Fig. 1: run 1, placement density heat map
(2 px per um) The die is cut into 13 by 19 equal tiles; dark blue is low, red is high, 0 to 100% covered.
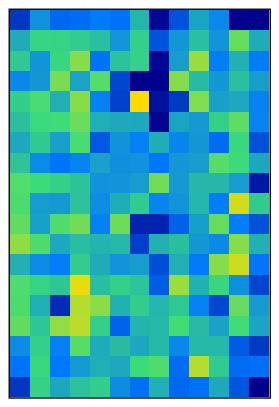
Fig. 2: run 1, wires at chosen ports, followed through buffers
(1.5 px per um)
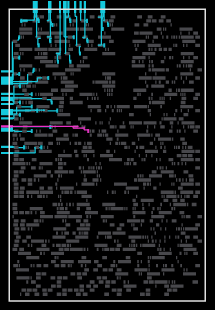
Fig. 3: run 1, signal wires on met3
(2 px per um)
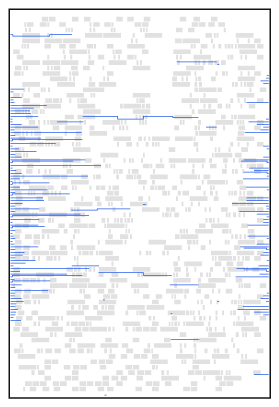
--- src/rtl/v810_bus_ctl.sv ---
// v810_bus_ctl
//   Shares the V810 external bus between the instruction-fetch requester
//   (IF, 16-bit reads) and the data-memory requester (MEM, 32-bit reads and
//   writes with byte enables). It arbitrates, runs the T1/T2 bus-cycle FSM
//   and drives the bus pins.
//
// Ports
//   CLK, RESn, CE          clock, async active-low reset, global clock enable
//   if_req/if_a            IF request and byte address
//   if_ack/if_d            IF completion pulse and fetched halfword
//   dm_req/dm_we/dm_a      MEM request, write flag, byte address
//   dm_be/dm_wd            MEM byte enables (active-high) and write data
//   dm_ack/dm_rd           MEM completion pulse and read data
//   bus_err                pulses with the ack when a cycle timed out
//   A, D_I, D_O, D_OE      bus address, read data, write data, output enable
//   BEn, ST, DAn, MRQn     byte enables (low), status, data strobe, mem request
//   RW, BCYSTn, READYn     read/write, cycle start, slave ready (sampled in T2)
//   fsm_state              current bus FSM state, for observation
//
// Handshake: a requester raises req with stable address/data and keeps it
// high until its ack. The request is latched at the grant edge, so later
// input changes do not affect the running cycle. A req that is still high
// at the edge completing a cycle counts as a new request and can be granted
// at that same edge (back-to-back). The ack is a single CE-cycle pulse; it
// stretches over any CE=0 cycles that follow.
module v810_bus_ctl #(
    parameter int DATA_RUN_MAX = 2,
    parameter int TIMEOUT      = 255
) (
    input  logic        CLK,
    input  logic        RESn,
    input  logic        CE,
    input  logic        if_req,
    input  logic [31:0] if_a,
    output logic        if_ack,
    output logic [15:0] if_d,
    input  logic        dm_req,
    input  logic        dm_we,
    input  logic [31:0] dm_a,
    input  logic [3:0]  dm_be,
    input  logic [31:0] dm_wd,
    output logic        dm_ack,
    output logic [31:0] dm_rd,
    output logic        bus_err,
    output logic [31:0] A,
    input  logic [31:0] D_I,
    output logic [31:0] D_O,
    output logic        D_OE,
    output logic [3:0]  BEn,
    output logic [1:0]  ST,
    output logic        DAn,
    output logic        MRQn,
    output logic        RW,
    output logic        BCYSTn,
    input  logic        READYn,
    output logic [1:0]  fsm_state
);

    typedef enum logic [1:0] {
        S_IDLE = 2'd0,
        S_T1   = 2'd1,
        S_T2   = 2'd2
    } state_t;

    localparam int RCW = (DATA_RUN_MAX < 1) ? 1 : $clog2(DATA_RUN_MAX + 1);
    localparam int TW  = (TIMEOUT < 2) ? 1 : $clog2(TIMEOUT + 1);

    state_t         state;
    state_t         state_n;
    logic [RCW-1:0] run_cnt;
    logic [TW-1:0]  wait_cnt;

    // Latched request of the cycle on the bus.
    logic           own_if;
    logic           we_r;
    logic           hi_r;
    logic [3:0]     ben_r;
    logic [31:0]    a_r;
    logic [31:0]    wd_r;

    logic           timeout_hit;
    logic           done;
    logic           grant;
    logic           grant_if;
    logic           busy;

    // Address bits below the bus granularity are not used.
    logic           unused_addr_bits;
    assign unused_addr_bits = ^{if_a[0], dm_a[1:0]};

    always_comb begin
        timeout_hit = 1'b0;
        if (TIMEOUT != 0) begin
            timeout_hit = (state == S_T2) && READYn && (wait_cnt == TW'(TIMEOUT - 1));
        end
        done     = (state == S_T2) && (!READYn || timeout_hit);
        // MEM wins unless IF has waited through a full run of MEM grants.
        grant_if = if_req && (!dm_req || (run_cnt == RCW'(DATA_RUN_MAX)));
    end

    always_comb begin
        state_n = state;
        grant   = 1'b0;
        case (state)
            S_IDLE: begin
                if (if_req || dm_req) begin
                    state_n = S_T1;
                    grant   = 1'b1;
                end
            end
            S_T1: state_n = S_T2;
            S_T2: begin
                if (done) begin
                    if (if_req || dm_req) begin
                        state_n = S_T1;
                        grant   = 1'b1;
                    end else begin
                        state_n = S_IDLE;
                    end
                end
            end
            default: state_n = S_IDLE;
        endcase
    end

    always_ff @(posedge CLK or negedge RESn) begin
        if (!RESn) begin
            state <= S_IDLE;
        end else if (CE) begin
            state <= state_n;
        end
    end

    always_ff @(posedge CLK or negedge RESn) begin
        if (!RESn) begin
            run_cnt  <= '0;
            wait_cnt <= '0;
            own_if   <= 1'b0;
            we_r     <= 1'b0;
            hi_r     <= 1'b0;
            ben_r    <= 4'hF;
            a_r      <= '0;
            wd_r     <= '0;
            if_ack   <= 1'b0;
            dm_ack   <= 1'b0;
            bus_err  <= 1'b0;
            if_d     <= '0;
            dm_rd    <= '0;
        end else if (CE) begin
            if_ack  <= 1'b0;
            dm_ack  <= 1'b0;
            bus_err <= 1'b0;

            if (grant) begin
                own_if <= grant_if;
                we_r   <= !grant_if && dm_we;
                hi_r   <= if_a[1];
                if (grant_if) begin
                    a_r   <= {if_a[31:2], 2'b00};
                    ben_r <= if_a[1] ? 4'b0011 : 4'b1100;
                end else begin
                    a_r   <= {dm_a[31:2], 2'b00};
                    ben_r <= ~dm_be;
                    if (dm_we) begin
                        wd_r <= dm_wd;
                    end
                end
            end

            // Counts T2 cycles that ended without READYn; restarts every cycle.
            if ((state == S_T2) && !done) begin
                wait_cnt <= wait_cnt + TW'(1);
            end else begin
                wait_cnt <= '0;
            end

            if (!if_req) begin
                run_cnt <= '0;
            end else if (grant && grant_if) begin
                run_cnt <= '0;
            end else if (grant) begin
                run_cnt <= run_cnt + RCW'(1);
            end

            if (done) begin
                bus_err <= timeout_hit;
                if (own_if) begin
                    if_ack <= 1'b1;
                    if (timeout_hit) begin
                        if_d <= 16'hFFFF;
                    end else begin
                        if_d <= hi_r ? D_I[31:16] : D_I[15:0];
                    end
                end else begin
                    dm_ack <= 1'b1;
                    dm_rd  <= timeout_hit ? 32'hFFFF_FFFF : D_I;
                end
            end
        end
    end

    assign busy      = (state != S_IDLE);
    assign A         = a_r;
    assign D_O       = wd_r;
    assign D_OE      = busy && we_r;
    assign BEn       = busy ? ben_r : 4'hF;
    assign ST        = !busy ? 2'b00 : (own_if ? 2'b11 : 2'b01);
    assign DAn       = !busy;
    assign MRQn      = !busy;
    assign RW        = busy ? !we_r : 1'b1;
    assign BCYSTn    = (state != S_T1);
    assign fsm_state = state;

endmodule

--- config.mk ---
export PLATFORM = sky130hd
export DESIGN_NAME = v810_bus_ctl
export DESIGN_NICKNAME = d
export VERILOG_FILES = /design/src/rtl/v810_bus_ctl.sv
export SDC_FILE = /design/constraint.sdc
export NUM_CORES = 1
export LEC_CHECK = 0
export ABC_AREA = 1
export CAP_MARGIN = 25
export CELL_PAD_IN_SITES_DETAIL_PLACEMENT = 0
export CELL_PAD_IN_SITES_GLOBAL_PLACEMENT = 2
export CORE_ASPECT_RATIO = 1.5
export CORE_UTILIZATION = 25
export CTS_CLUSTER_DIAMETER = 50
export DETAILED_ROUTE_END_ITERATION = 12
export PLACE_DENSITY_LB_ADDON = 0.1
export SLEW_MARGIN = 20
export SYNTH_ARGS = -nofsm -noshare
export SYNTH_HDL_FRONTEND = slang
export SYNTH_SLANG_ARGS = --single-unit
--- constraint.sdc ---
create_clock -name CLK -period 3.3 [get_ports CLK]
set_clock_uncertainty 0.15 [all_clocks]
set_input_delay 0.66 -clock CLK [delete_from_list [all_inputs] [get_ports CLK]]
set_output_delay 0.66 -clock CLK [all_outputs]
set_load 0.01 [all_outputs]
==> flow_summary.toml, run 1 <==
# synthesis and place-and-route metrics
[synthesis]
ys_seq_share_pct = 54.1
top_area_share_pct = 52.4
top_logic_kind = "simple AND/OR/NAND/NOR gates"
yosys.area.top_type = "dfrtp_1"
top_cell = "nand2_1"
top_cells_by_count = "nand2_1, dfrtp_1, inv_1"
ys_types = 31
synth_area_per_cell_um2 = 8.32
synthArstFlopShare_pct = 100
synthAoiAreaFrac_pct = 5.97
mux_area_share_pct = 4.91

[routing]
wire_per_inst_um = 15.1
drc = 0

[setup_path]
cp-startpoint = "fsm_state[0]$_DFFE_PN0P_"
r2r-start = "wait_cnt[0]$_DFFE_PN0P_"
start_kind = "flip-flop"
cp_data_arrival_time_ps = 1900

[floorplanning]
die_w_um = 130
initial_utilization_pct = 25.7
rows = 69

[job]
cap_violations = 0
warnings = 30

[global_routing]
grt_max_degree = 54

[sta]
fmax_mhz = 369
rsz0062_at_grt = "no"
setup_viol = 0

[clock_network]
cts.repair.resized = 0
clock.latency.late_pin_ps = 420
cts_sinks = 132

[final_layout]
syn2layout_area_growth_pct = 57.4
layout.nets = 1131

[outcome]
run_status = "finished clean"
-- Fig. 1 (at the start) --
nearly empty tiles: 3.2%
tiles over 75% full: 0.40%
emptiest ninth of the die: north
mean over tiles: 37%

-- Fig. 2 (at the start) --
legend:
  dm_wd:
    color: cyan
    bits: 32
    direction: input
    edge: 17 west, 15 north
    end_cells: 32
    buffers: 32
    wire: 569 um
  BCYSTn:
    color: magenta
    bits: 1
    direction: output
    edge: west
    end_cells: 1
    buffers: 1
    wire: 58.2 um
Boundary Pins: 267
IO Port Bufs: 261

-- Fig. 3 (at the start) --
wire length on this layer: 1520 um
nets with wire on the layer: 147
longest straight run: 44.9 um
main direction: horizontal
share of all routed wire: 7.6%
via count: 5447
met3 Use GR: 6.00%

==> run 1: placed cells by master (no fill, tap or decap) <==
| cell | instances |
|---|---|
| nand2_1 | 315 |
| clkdlybuf4s50_1 | 260 |
| dfrtp_1 | 128 |
| inv_1 | 54 |
| nand3_1 | 53 |
| o21ai_0 | 33 |
| mux2i_1 | 30 |
| clkbuf_16 | 17 |
| o211ai_1 | 16 |
| buf_4 | 14 |
| nor2_1 | 13 |
| o21ai_1 | 11 |
| clkinv_2 | 6 |
| clkinvlp_4 | 6 |
| or2_2 | 4 |
| inv_2 | 4 |
| nor2_2 | 4 |
| nand3_2 | 4 |
| dfstp_2 | 4 |
| nand2_2 | 3 |
| ha_1 | 3 |
| buf_12 | 3 |
| a21oi_1 | 2 |
| conb_1 | 2 |
| nor2_4 | 1 |
| clkinv_1 | 1 |
| nor3_2 | 1 |
| xor2_1 | 1 |
| nor3_1 | 1 |
| a211oi_1 | 1 |
| xnor2_1 | 1 |
| o31ai_1 | 1 |
| nand4_1 | 1 |
| bufinv_16 | 1 |
| clkinv_4 | 1 |
| clkbuf_8 | 1 |
| buf_6 | 1 |
==> run 1: worst paths after layout <==
| kind | endpoint | depth (start not counted) |
|---|---|---|
| setup / recovery | BEn[1] | 4 |
| max in group asynchronous | ben_r[0]$_DFFE_PN1P_ | 2 |
| setup reg to reg | dm_rd[24]$_DFFE_PN0P_ | 12 |
| min in group CLK | dm_rd[7]$_DFFE_PN0P_ | 2 |
| hold / removal | dm_rd[21]$_DFFE_PN0P_ | 1 |
| hold reg to reg | dm_rd[7]$_DFFE_PN0P_ | 2 |
==> run 1: metrics by stage <==
stage	utilization, %	instance area, um^2	setup WS, ps	hold WS (ps)
6_report	40.4	9630	588	40.5
5_1_grt	40.4	9630	444	68.2
3_3_place_gp	38.1	9070	457	304
3_5_place_dp	38.1	9070	451	307
2_1_floorplan	-	6120	1360	214
4_1_cts	40.4	9630	534	56.2
==> run 1: layer usage <==
metal | wire [um] | global-route usage, % | vias to the layer above
met2 | 10300 | 29.0 | 164
met1 | 7780 | 18.5 | 2463
met5 | 0 | 0 | -
met4 | 357 | 5.86 | 0
met3 | 1520 | 6.00 | 12
li1 | - | - | 2808
==> run 1: kinds of logic after synthesis <==
logic type	Yosys count
and+or+nand+nor	400
muxes	30
adders and majority gates	3
AOI/OAI and AO/OA	64
buffers and inverters	103
xor gates and xnor gates	2
other	1
DFF	132
==> run 1: area by class of cell <==
class,instances,area share [%]
inverters,59,2.30
well taps,319,4.15
flip-flops and latches,132,34.4
clock inverters,14,1.18
repair buffers,278,28.9
clock buffers,18,4.56
multi-input cells,501,24.6
==> run 1: report_power, final <==
part | total (uW) | switching (uW) | internal (uW)
logic | 2700 | 1210 | 1500
clock network | 1790 | 748 | 1050
registers | 2570 | 344 | 2230
==> run 1: registers in the layout (all words and copies together) (netlist names) <==
name / cells
fsm_state: 2
own_if: 1
A: 30
we_r: 1
if_d: 16
dm_ack: 1
D_O: 32
bus_err: 1
run_cnt: 2
ben_r: 4
hi_r: 1
if_ack: 1
wait_cnt: 8
dm_rd: 32
Fig. 4: run 1, track usage over the die
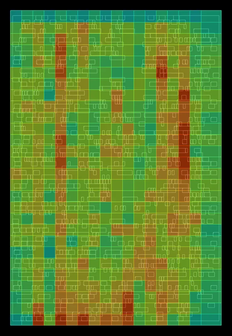

==> inputs of run 2 (changes only) <==
--- a/config.mk
+++ b/config.mk
@@ -10,7 +10,7 @@
 export CELL_PAD_IN_SITES_DETAIL_PLACEMENT = 0
 export CELL_PAD_IN_SITES_GLOBAL_PLACEMENT = 2
 export CORE_ASPECT_RATIO = 1.5
-export CORE_UTILIZATION = 25
+export CORE_UTILIZATION = 21
 export CTS_CLUSTER_DIAMETER = 50
 export DETAILED_ROUTE_END_ITERATION = 12
 export PLACE_DENSITY_LB_ADDON = 0.1
==> constraint.sdc (replaced) <==
create_clock -name CLK -period 2.4 [get_ports CLK]
set_clock_uncertainty 0.15 [all_clocks]
set_input_delay 0.48 -clock CLK [delete_from_list [all_inputs] [get_ports CLK]]
set_output_delay 0.48 -clock CLK [all_outputs]
set_load 0.01 [all_outputs]
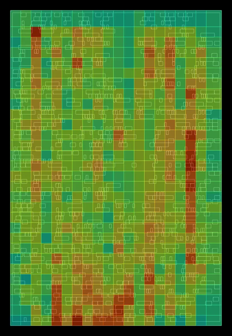
Fig. 5. Track usage over the die (run 2).
Util after Layout: 34.4%
met3 Use GR: 5.03%
gr usage total: 15.3%
drt wl/cell: 15.5 um

==> run 2 against run 1 <==
- critical path depth rose by 1
- largest power group unchanged
- sequential share of layout area down 0.83 points
- critical path type unchanged
- synthesized area unchanged
- cell count up 6.4%
- register-to-register slack got worse by 720 ps
- clock power is 34% higher
- design area up 2.5%
- worst setup slack got worse by 460 ps
- power up 37%
==> flow_summary.toml, run 2 <==
# synthesis and place-and-route metrics
[synthesis]
ys_seq_share_pct = 54.1
top_area_share_pct = 52.4
top_cells_by_count = "nand2_1, dfrtp_1, inv_1"
yosys.area.top_type = "dfrtp_1"
synth_area_per_cell_um2 = 8.32
synthArstFlopShare_pct = 100
ys_types = 31
top_cell = "nand2_1"

[clock_network]
cts_root_buffer = "clkbuf_16"
clock.latency.late_pin_ps = 420
cts_sinks = 132

[job]
warnings = 30
cap_violations = 0

[sta]
hold_ws_ps = 315
rsz0062_at_grt = "no"
setup_viol = 0
fmax_mhz = 439

[outcome]
run_status = "finished clean"

[setup_path]
r2r-start = "wait_cnt[0]$_DFFE_PN0P_"
cp_data_arrival_time_ps = 1650
cp-startpoint = "fsm_state[1]$_DFFE_PN0P_"
critPathCaptureType = "primary output"
critPathMaxFanout = 7
start_kind = "flip-flop"
slowest_delay_ps = 370

[floorplanning]
rows = 76
initial_utilization_pct = 21.3
die_w_um = 141
top_level_ports = 267

[place]
placed_area_um2 = 9330

[routing]
drc = 0
routed-via-count = 5628

[final_layout]
finalInstanceArea_um2 = 9870
layout_top_cell = "nand2_1"
final_cell_mix = "nand2_1, clkdlybuf4s50_1, dfrtp_1"
syn2layout_area_growth_pct = 61.3
layout.nets = 1147

[global_routing]
grt_max_degree = 51
-- run 2: netlist changes by cell type in the layout (fill, tap and decap cells not counted), moves of 2 or more --
| cell | delta |
|---|---|
| clkdlybuf4s50_1 | -7 |
| clkinvlp_4 | -5 |
| clkbuf_1 | +5 |
| clkinv_2 | -2 |
| dlygate4sd2_1 | +5 |
| buf_12 | +6 |
| buf_4 | +9 |
-- run 2: cell families after synthesis --
family,after synthesis,synth area share (%)
and+or+nand+nor,400,26.7
xor gates and xnor gates,2,0.286
adders and majority gates,3,0.614
other,1,0.0613
AOI/OAI and AO/OA,64,5.97
DFF,132,54.1
buffers and inverters,103,7.38
muxes,30,4.91
-- run 2: worst paths after layout --
check	slack [ps]	to	cells past startpoint
max	120	BEn[2]	5
min	310	dm_rd[5]$_DFFE_PN0P_	2
max reg2reg	340	if_d[6]$_DFFE_PN0P_	11
min reg2reg	310	dm_rd[5]$_DFFE_PN0P_	2
max in group asynchronous	990	ben_r[2]$_DFFE_PN1P_	3
min in group asynchronous	430	dm_rd[22]$_DFFE_PN0P_	2
-- run 2: area by class of cell --
type | count | area, um^2
Clock inverter | 6 | 57.6
Fill cell | 3100 | 18800
Tap cell | 390 | 488
Clock buffer | 23 | 458
Sequential cell | 132 | 3310
Multi-Input combinational cell | 501 | 2370
Inverter | 59 | 221
Antenna cell | 1 | 2.50
Timing Repair Buffer | 294 | 2970
-- run 2: power by group --
part | leakage (uW) | switching [uW] | internal [uW]
Clock | 0.000253 | 963 | 1430
Combinational | 0.00293 | 1700 | 2090
Sequential | 0.00166 | 468 | 3060
Total | 0.00484 | 3130 | 6580
-- run 2: worst register-to-register path, delay by kind of cell, from the launching register on --
family	cells	cell delay, ps
adder cells (fa/ha/maj)	1	170
buffers and inverters	2	180
flip-flops	1	380
AND/OR/NAND/NOR	8	1080
-- run 2: layer usage --
layer	share of wire (%)	global-route usage [%]
met1	39	16.2
met2	53	28.0
met3	6.7	5.03
met4	1.6	5.40
met5	0	0
-- run 2: timing repair --
item                                    4_1_cts  5_1_grt
endpoints found under the hold margin        44        0
hold buffers                                  1        0
setup buffers                                 1        2
endpoints found under the setup margin        7        2
resized                                      10        1
pin swaps                                     0        0
-- run 2: stage by stage --
stage | setup slack, ps | setup TNS, ps
3_3_place_gp | -7.45 | -39.8
4_1_cts | 9.98 | 0
3_5_place_dp | -15.6 | -46.2
2_1_floorplan | 586 | 0
6_report | 124 | 0
5_1_grt | 48.0 | 0
Power is estimated from default activity; no workload was simulated.
